**Met1 routing**

Supply wires on this layer in gray.
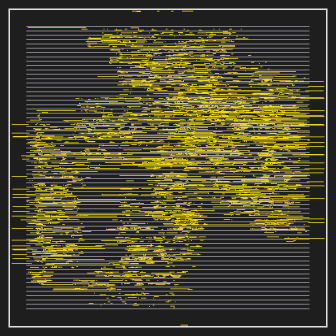
**Close-up of the layout**

The bar under the picture is 10 µm long. Window x 84 to 114, y 84 to 114 µm. Cells in gray, sequential cells in the stronger gray; small squares are vias.
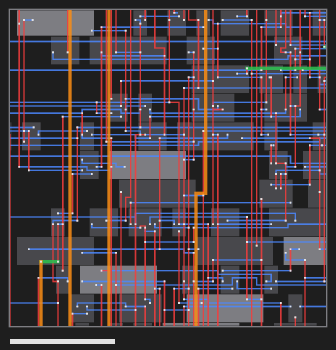
**Signal wires on met4**

Supply wires on this layer in gray.
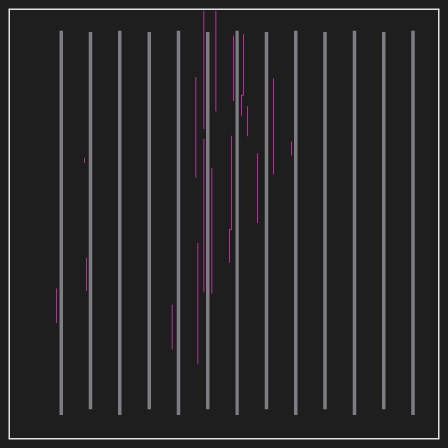
**Routed metal, one color a layer**

Two of the layers only.
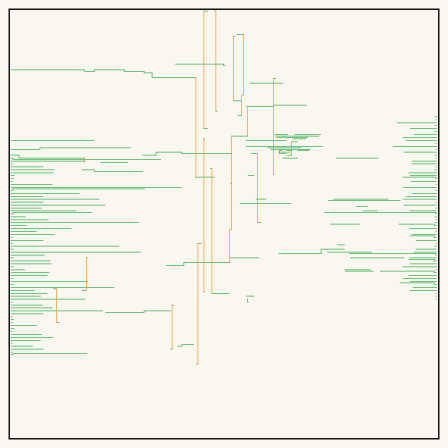
[src/rtl/mem_access_pkg.sv]
// rtl/mem_access_pkg.sv - memory-access stage types and ld/st decode helpers
package mem_access_pkg;

    typedef enum logic [3:0] {
        MEM_NONE = 4'd0,
        MEM_LB   = 4'd1,
        MEM_LH   = 4'd2,
        MEM_LW   = 4'd3,
        MEM_LBU  = 4'd4,
        MEM_LHU  = 4'd5,
        MEM_SB   = 4'd6,
        MEM_SH   = 4'd7,
        MEM_SW   = 4'd8
    } mem_op_e;

    typedef enum logic [1:0] {
        EXC_LD_MISALIGN = 2'd0,
        EXC_ST_MISALIGN = 2'd1,
        EXC_BUS_ERR     = 2'd2
    } ma_exc_cause_e;

    typedef enum logic [1:0] {
        SIZE_B = 2'd0,
        SIZE_H = 2'd1,
        SIZE_W = 2'd2
    } access_size_e;

    typedef enum logic {
        MA_IDLE = 1'b0,
        MA_BUSY = 1'b1
    } ma_state_e;

    typedef struct packed {
        logic        valid;
        logic        reg_write;
        logic [4:0]  rd_addr;
        logic [31:0] data;
        logic        exc;
        logic [1:0]  cause;
    } wb_bundle_t;

    function automatic logic is_load(input mem_op_e op);
        return (op == MEM_LB) || (op == MEM_LH) || (op == MEM_LW) ||
               (op == MEM_LBU) || (op == MEM_LHU);
    endfunction

    function automatic logic is_store(input mem_op_e op);
        return (op == MEM_SB) || (op == MEM_SH) || (op == MEM_SW);
    endfunction

    function automatic access_size_e access_size(input mem_op_e op);
        case (op)
            MEM_LB, MEM_LBU, MEM_SB: return SIZE_B;
            MEM_LH, MEM_LHU, MEM_SH: return SIZE_H;
            default:                 return SIZE_W;
        endcase
    endfunction

    function automatic logic is_misaligned(input mem_op_e op, input logic [1:0] addr_lo);
        access_size_e sz;
        sz = access_size(op);
        return (sz == SIZE_H && addr_lo[0]) || (sz == SIZE_W && addr_lo != 2'b00);
    endfunction

endpackage

[src/rtl/mem_access_load_formatter.sv]
// rtl/mem_access_load_formatter.sv - selects and extends the load byte/half/word
module mem_access_load_formatter
    import mem_access_pkg::*;
(
    input  logic [31:0] rdata_i,
    input  logic [1:0]  addr_lo_i,
    input  mem_op_e     op_i,
    output logic [31:0] data_o
);

    logic [31:0] shifted;

    always_comb begin
        shifted = rdata_i >> {addr_lo_i, 3'b000};
        case (op_i)
            MEM_LB:  data_o = {{24{shifted[7]}}, shifted[7:0]};
            MEM_LBU: data_o = {24'h0, shifted[7:0]};
            MEM_LH:  data_o = {{16{shifted[15]}}, shifted[15:0]};
            MEM_LHU: data_o = {16'h0, shifted[15:0]};
            default: data_o = rdata_i;
        endcase
    end

endmodule

[src/rtl/mem_access.sv]
// rtl/mem_access.sv - MA stage: dmem req/ack port, load formatting, writeback bundle
module mem_access
    import mem_access_pkg::*;
#(
    parameter int XLEN    = 32,
    parameter int TIMEOUT = 16
) (
    input  logic            clk,
    input  logic            rst,
    input  logic            ex_valid,
    input  logic [XLEN-1:0] ex_alu_result,
    input  logic [XLEN-1:0] ex_store_data,
    input  logic [3:0]      ex_mem_op,
    input  logic [4:0]      ex_rd_addr,
    input  logic            ex_reg_write,
    output logic            ma_stall,
    output logic            dmem_req,
    output logic            dmem_we,
    output logic [XLEN-1:0] dmem_addr,
    output logic [3:0]      dmem_be,
    output logic [XLEN-1:0] dmem_wdata,
    input  logic            dmem_ack,
    input  logic [XLEN-1:0] dmem_rdata,
    output logic            wb_valid,
    output logic            wb_reg_write,
    output logic [4:0]      wb_rd_addr,
    output logic [XLEN-1:0] wb_data,
    output logic            ma_exc,
    output logic [1:0]      ma_exc_cause
);

    localparam int CW = (TIMEOUT > 0) ? $clog2(TIMEOUT + 1) : 1;
    localparam logic [CW-1:0] CNT_MAX = '1;
    localparam logic [CW-1:0] TO_VAL  = CW'(TIMEOUT);

    ma_state_e   state_q;
    mem_op_e     op_q;
    logic [1:0]  addr_lo_q;
    logic [4:0]  rd_q;
    logic        rw_q;
    logic [CW-1:0] cnt_q;
    wb_bundle_t  pend_q;

    mem_op_e     ex_op;
    logic        accept, ex_is_mem, ex_misalign, launch, timeout_hit;
    logic [CW-1:0] cnt_inc;
    logic [3:0]  be_d;
    logic [31:0] wdata_d;
    logic [31:0] ld_data;
    wb_bundle_t  res_d, done_d, wb_sel, pend_d;

    assign ex_op       = mem_op_e'(ex_mem_op);
    assign ma_stall    = (state_q == MA_BUSY) && !dmem_ack;
    assign accept      = ex_valid && !ma_stall;
    assign ex_is_mem   = is_load(ex_op) || is_store(ex_op);
    assign ex_misalign = ex_is_mem && is_misaligned(ex_op, ex_alu_result[1:0]);
    assign launch      = accept && ex_is_mem && !ex_misalign;
    assign cnt_inc     = (cnt_q == CNT_MAX) ? cnt_q : cnt_q + CW'(1);
    assign timeout_hit = (TIMEOUT != 0) && (state_q == MA_BUSY) && !dmem_ack && (cnt_inc == TO_VAL);

    mem_access_load_formatter u_fmt (
        .rdata_i   (dmem_rdata),
        .addr_lo_i (addr_lo_q),
        .op_i      (op_q),
        .data_o    (ld_data)
    );

    always_comb begin
        be_d    = 4'b1111;
        wdata_d = ex_store_data;
        case (ex_op)
            MEM_SB: begin
                be_d    = 4'b0001 << ex_alu_result[1:0];
                wdata_d = {4{ex_store_data[7:0]}};
            end
            MEM_SH: begin
                be_d    = 4'b0011 << ex_alu_result[1:0];
                wdata_d = {2{ex_store_data[15:0]}};
            end
            default: ;
        endcase
    end

    // Results that finish without a memory transaction: ALU ops and misaligned accesses.
    always_comb begin
        res_d         = '0;
        res_d.rd_addr = ex_rd_addr;
        res_d.data    = ex_alu_result;
        if (accept && !ex_is_mem) begin
            res_d.valid     = 1'b1;
            res_d.reg_write = ex_reg_write;
        end else if (accept && ex_misalign) begin
            res_d.valid = 1'b1;
            res_d.exc   = 1'b1;
            res_d.cause = is_load(ex_op) ? EXC_LD_MISALIGN : EXC_ST_MISALIGN;
        end
    end

    always_comb begin
        done_d         = '0;
        done_d.rd_addr = rd_q;
        done_d.data    = ld_data;
        if (state_q == MA_BUSY && dmem_ack) begin
            done_d.valid     = 1'b1;
            done_d.reg_write = rw_q && is_load(op_q);
        end else if (timeout_hit) begin
            done_d.valid = 1'b1;
            done_d.exc   = 1'b1;
            done_d.cause = EXC_BUS_ERR;
            done_d.data  = '0;
        end
    end

    // A result accepted on the ack cycle collides with the load writeback, so it
    // is parked one cycle; later results keep flowing through the park slot until
    // a bubble or a memory op drains it.
    always_comb begin
        wb_sel = res_d;
        if (done_d.valid)
            wb_sel = done_d;
        else if (pend_q.valid)
            wb_sel = pend_q;
        pend_d = (done_d.valid || pend_q.valid) ? res_d : '0;
    end

    always_ff @(posedge clk) begin
        if (rst) begin
            state_q      <= MA_IDLE;
            op_q         <= MEM_NONE;
            addr_lo_q    <= 2'b00;
            rd_q         <= 5'd0;
            rw_q         <= 1'b0;
            cnt_q        <= '0;
            pend_q       <= '0;
            dmem_req     <= 1'b0;
            dmem_we      <= 1'b0;
            dmem_addr    <= '0;
            dmem_be      <= 4'b0000;
            dmem_wdata   <= '0;
            wb_valid     <= 1'b0;
            wb_reg_write <= 1'b0;
            wb_rd_addr   <= 5'd0;
            wb_data      <= '0;
            ma_exc       <= 1'b0;
            ma_exc_cause <= 2'b00;
        end else begin
            pend_q <= pend_d;
            if (wb_sel.valid) begin
                wb_valid     <= 1'b1;
                wb_reg_write <= wb_sel.reg_write;
                wb_rd_addr   <= wb_sel.rd_addr;
                wb_data      <= wb_sel.data;
                ma_exc       <= wb_sel.exc;
                if (wb_sel.exc)
                    ma_exc_cause <= wb_sel.cause;
            end else begin
                wb_valid <= 1'b0;
                ma_exc   <= 1'b0;
            end

            if (launch) begin
                state_q    <= MA_BUSY;
                op_q       <= ex_op;
                addr_lo_q  <= ex_alu_result[1:0];
                rd_q       <= ex_rd_addr;
                rw_q       <= ex_reg_write;
                cnt_q      <= '0;
                dmem_req   <= 1'b1;
                dmem_we    <= is_store(ex_op);
                dmem_addr  <= {ex_alu_result[XLEN-1:2], 2'b00};
                dmem_be    <= be_d;
                dmem_wdata <= wdata_d;
            end else if (state_q == MA_BUSY) begin
                if (dmem_ack || timeout_hit) begin
                    state_q  <= MA_IDLE;
                    cnt_q    <= '0;
                    dmem_req <= 1'b0;
                end else begin
                    cnt_q <= cnt_inc;
                end
            end
        end
    end

endmodule
[config.mk]
export PLATFORM = sky130hd
export DESIGN_NAME = mem_access
export DESIGN_NICKNAME = d
export VERILOG_FILES = /design/src/rtl/mem_access_pkg.sv /design/src/rtl/mem_access_load_formatter.sv /design/src/rtl/mem_access.sv
export SDC_FILE = /design/constraint.sdc
export NUM_CORES = 1
export LEC_CHECK = 0
export CAP_MARGIN = 10
export CELL_PAD_IN_SITES_DETAIL_PLACEMENT = 1
export CELL_PAD_IN_SITES_GLOBAL_PLACEMENT = 2
export CORE_MARGIN = 10
export CORE_UTILIZATION = 24
export DETAILED_ROUTE_END_ITERATION = 8
export PLACE_DENSITY = 0.87
export RECOVER_POWER = 100
export SLEW_MARGIN = 5
export SYNTH_ARGS = -nofsm -noshare
export SYNTH_HDL_FRONTEND = slang
export SYNTH_SLANG_ARGS = --single-unit
[constraint.sdc]
create_clock -name clk -period 2 [get_ports clk]
set_input_delay 0.4 -clock clk [delete_from_list [all_inputs] [get_ports clk]]
set_output_delay 0.4 -clock clk [all_outputs]
set_load 0.01 [all_outputs]
==> run notes <==
Notes on the flow outputs.

- The run finished, with violations left.
- The final reports fail on negative setup slack.
- The count of clock tree sinks is 169.
- For this run, the post-layout net count is 1,294.
- The overall chip area reads 39,200 µm².
- Setup repair after global routing could not meet its margin everywhere.
- The post-synthesis cell type with the largest combined area reads dfxtp_1.
- The leakage power of the design reads 4.74 nW.
- The final routed DRC violation total is 0.
- The dominant synthesized flop cell reads dfxtp_1.
- The number of CTS-inserted buffers is 17.
- The arrival time at the worst endpoint reads 2360 ps.
- The top cell type's share of synthesized area is 44.5%.
- The overall power after layout is 0.00900 W.
- The number of pins exceeding their max-slew limit in the final report is 0.
- The cell family contributing the most delay on the critical path is buffers and inverters.
- The post-synthesis sequential area ratio reads 44.5%.
- The worst register-to-register path has a setup slack of 10 ps.
- The TritonCTS clock tree reads yes.
- The floorplan core density is 24.2%.
- The highest net fanout along the worst path reads 16.
- The worst-path cell with the longest stage delay is clkdlybuf4s50_1.
- The global-route wire length before repair is 48.4 mm.
- The post-synthesis register bit count is 169.
- The headroom to the max-slew limit is 62.9%.
- The most critical hold endpoint after final layout shows a slack of 231 ps.
- For reference, the critical path cell chain is clkdlybuf4s50_1, mux4_2, o22ai_2, buf_4, a221o_1, buf_12, o32a_1, nor3_1.
- The via count of the first global-routing pass was 8,272.
- Routability-driven placement finished with a final weighted congestion of 0.861.
- The kind of capture point of the worst setup path is a flip-flop.
- The critical path buffer and inverter count is 3.
- The longest clock path from root to sink contains 2 buffers.
- The transition time recorded at the tightest slew-check pin is 556 ps.
- The number of antenna violations at the first check in global routing is 2.
- The clock share of power reads 38.6%.
- Dividing the detail-routed via count by the number of cells gives 4.95.
- The pin count of the biggest net entering global routing reads 91.
- The floorplan row count is 65.
- At the later pin of the worst-skew pair, clock insertion delay measures 440 ps.
- The number of nets still failing antenna checks after routing is 0.
- The element type at the critical path start reads a primary input.
- The remaining global-route overflow is 0.
- The final timing report lists a hold violation count of 0.
- In the post-synthesis netlist, the biggest area contributors are dfxtp_1, nand2_1, a21oi_1.
- The number of DRC markers in iteration 0 reads 313.
- The detailed placer's ending HPWL reads 23.3 mm.
- The count of final setup violators reads 1.
- The post-route cell area is 12,100 µm².
- The placement stage leaves a total instance area of 10,900 µm².
- For this design the ratio of total power to cell area is 745 nW/µm².
- The cell count after synthesis came out at 911.
- The number of logged tool warnings is 28.
- Yosys instantiated no cell more often than dfxtp_1.
- The clock slew at the register clock pins of the worst setup and hold paths is 70 ps.
- The warning tally printed by Yosys for this design is 0.
- The iteration count of the initial detailed-routing pass reads 4.
- The highest supply drop recorded on VDD is 0.568 mV.
- The net switching component of the power is 0.00262 W.
- The region available for standard cell placement spans 31,400 µm².
- The share of cells above drive strength 1 reads 18.9%.
- The count of flip-flops with a built-in enable after synthesis reads 0.
- The share of the clock period used by the worst path is 100%.
- The highest cell delay on the worst timing path is 530 ps.
- The finished layout holds 1,598 standard cells, fillers aside.
- The number of buffers added to fix hold violations after cts is 0.
- The switching share of power reads 29.2%.
- The cell count after placement reads 1,545.
- The logic gate share of total power reads 20.8%.
- The fraction of power consumed by sequential logic is 40.5%.
- The minimum clock period is 2000 ps.
- The area added between synthesis and finish is 58.6%.
- The root cell of the clock tree reads clkbuf_16.
- A synthesized cell averages 8.35 µm².
- The post-synthesis async set-or-reset flop share reads 0%.
- The path class of the tightest hold or removal check is primary input to flip-flop.
- The chip height reads 198 µm.
- The deepest level of the CTS H-tree is 4.
- The horizontal die dimension reads 198 µm.
- After synthesis, the netlist uses 63 different library cells.
- The area reported by Yosys stat reads 7610 µm².
- The final timing report gives a worst setup slack of -0.658 ps.
- Internal power comes to 0.00637 W.
- The required time of the worst setup path reads 2360 ps.
- The count of max-cap constraint violations reads 0.
- The synthesis run shows the most used standard cells to be dfxtp_1, nand2_1, nor2_1, a21oi_1, clkbuf_1.
- The cell area after synthesis is 7610 µm².
- The number of port buffers is 220.
- The total cells reported by yosys after synthesis is 911.
- Based on the critical path, the design can be clocked at up to 500 MHz.
- The clock skew after layout is 9.37 ps.
- For this design the top-level I/O count stands at 223.
- The start-to-end type of the worst setup path is primary input to flip-flop.
Back to the opening pictures, 'met1 routing':
wire length on this layer: 14,100 µm
nets with wire on the layer: 1,177
share of all routed wire: 42%
main direction: horizontal
total wirelength of the detailed-routed design: 33.6 mm
grt met1 use: 18.4%

Back to the opening pictures, 'close-up of the layout':
[M1] blue
[M4] orange
[M2] red
[M3] green
most frequent: nand2_1 (9), buf_4 (8)
sequential cells in the window: 5
cells with their middle in the window: 48
netlist names of flops here include: op_q (3)

Back to the opening pictures, 'signal wires on met4':
share of all routed wire: 1.8%
nets with wire on the layer: 15
wire length on this layer: 608 µm
longest straight run: 70.7 µm
overall via count from detail_route: 7,914

Back to the opening pictures, 'routed metal, one color a layer':
[M3] green | wire length: 2,840 µm
[M4] orange | wire length: 608 µm
DR WL/cell: 21.1 µm
overall fraction of global-route tracks in use: 16.0%

## path summary, 6_finish.rpt
check	from	end	cells past startpoint
worst max register to register	cnt_q[1]$_SDFFE_PP0P_	pend_q[25]$_SDFF_PP0_	8
worst min register to register	dmem_wdata[14]$_SDFFE_PP0P_	dmem_wdata[14]$_SDFFE_PP0P_	2
worst min-delay path	rst	ma_exc$_SDFF_PP0_	2
worst max-delay path	dmem_rdata[23]	wb_data[16]$_SDFFE_PP0P_	8
## metal layers
layer	vias to the layer above	share of wire (%)	track usage [%]	routed length (µm)
met4	2	1.8	5.18	607
met2	246	48	26.6	16100
met5	-	0.021	0	7
met1	3915	42	18.4	14100
li1	3714	-	-	-
met3	37	8.4	6.23	2840
## placed cells by master (no fill, tap or decap), types with 4 or more instances in the layout
cell type,count
clkbuf_16,23
a21oi_1,93
buf_6,5
mux2i_1,39
mux2_2,11
dlygate4sd3_1,108
dfxtp_1,165
buf_4,69
a211oi_2,6
nand2b_1,5
a211oi_1,17
o221ai_1,5
a311oi_1,6
nor2_2,4
nor3_1,27
o22a_1,4
and2_1,29
o22ai_1,7
clkdlybuf4s50_1,106
inv_6,5
nor2_1,108
inv_1,5
and2_4,10
dfxtp_2,4
a21oi_2,10
o211ai_1,21
o21ai_0,10
o32a_1,16
nor2b_1,18
nor3_2,11
buf_12,20
nand2_1,147
## power groups by stage
stage	logic [W]	registers [W]	clock network (W)
after detailed placement	0.00176	0.00373	0
after global placement	0.00174	0.00372	0
after floorplan	0.000692	0.00378	0
after CTS	0.00187	0.00365	0.00357
after global routing	0.00201	0.00367	0.00372
final	0.00187	0.00365	0.00348
## metrics by stage
step | worst slack [ps] | utilization (%) | TNS [ps]
2_1_floorplan | 27.9 | - | 0
3_3_place_gp | -432 | 34.6 | -53330
3_5_place_dp | -550 | 34.6 | -67340
4_1_cts | -19.3 | 37.3 | -50.1
5_1_grt | -85.2 | 38.4 | -2850
6_report | -0.658 | 38.4 | -0.658
## area by class of cell
cell class                 instances  area (µm²)
timing repair buffer             326        3450
sequential                       169        3390
clock inverter                    13         158
tap                              402         503
clock buffer                      18         439
multi-input combinational        664        4110
fill                            3615       19300
antenna                            1        2.50
inverter                           5        18.8
## sequential cells by signal (all words and copies together), names as in the netlist
register and count:
addr_lo_q 2, cnt_q 5, dmem_addr 30, dmem_be 4
dmem_req 1, dmem_wdata 32, dmem_we 1, ma_exc 1
ma_exc_cause 2, op_q 4, pend_q 41, rd_q 5
rw_q 1, state_q 1, wb_data 32, wb_rd_addr 5
wb_reg_write 1, wb_valid 1
## kinds of logic (layout without fill, tap and decap cells)
family / count (synthesis) / in the layout / synth area share, %
multiplexers: 51 / 51 / 7.05
AND/OR/NAND/NOR: 384 / 384 / 23.5
flip-flops: 169 / 169 / 44.5
XOR/XNOR: 3 / 3 / 0.345
buffers and inverters: 80 / 362 / 4.78
adder cells (fa/ha/maj): 1 / 1 / 0.164
AND-OR/OR-AND: 222 / 223 / 19.6
other: 1 / 3 / 0.0493
## what timing repair did
item / in CTS / in global routing
pin swaps: 11 / 28
cloned: 2 / 9
setup endpoints to repair: 158 / 141
gates resized: 34 / 46
setup buffers: 8 / 3
Power figures rest on the tool's default switching activity, not on a simulated workload.
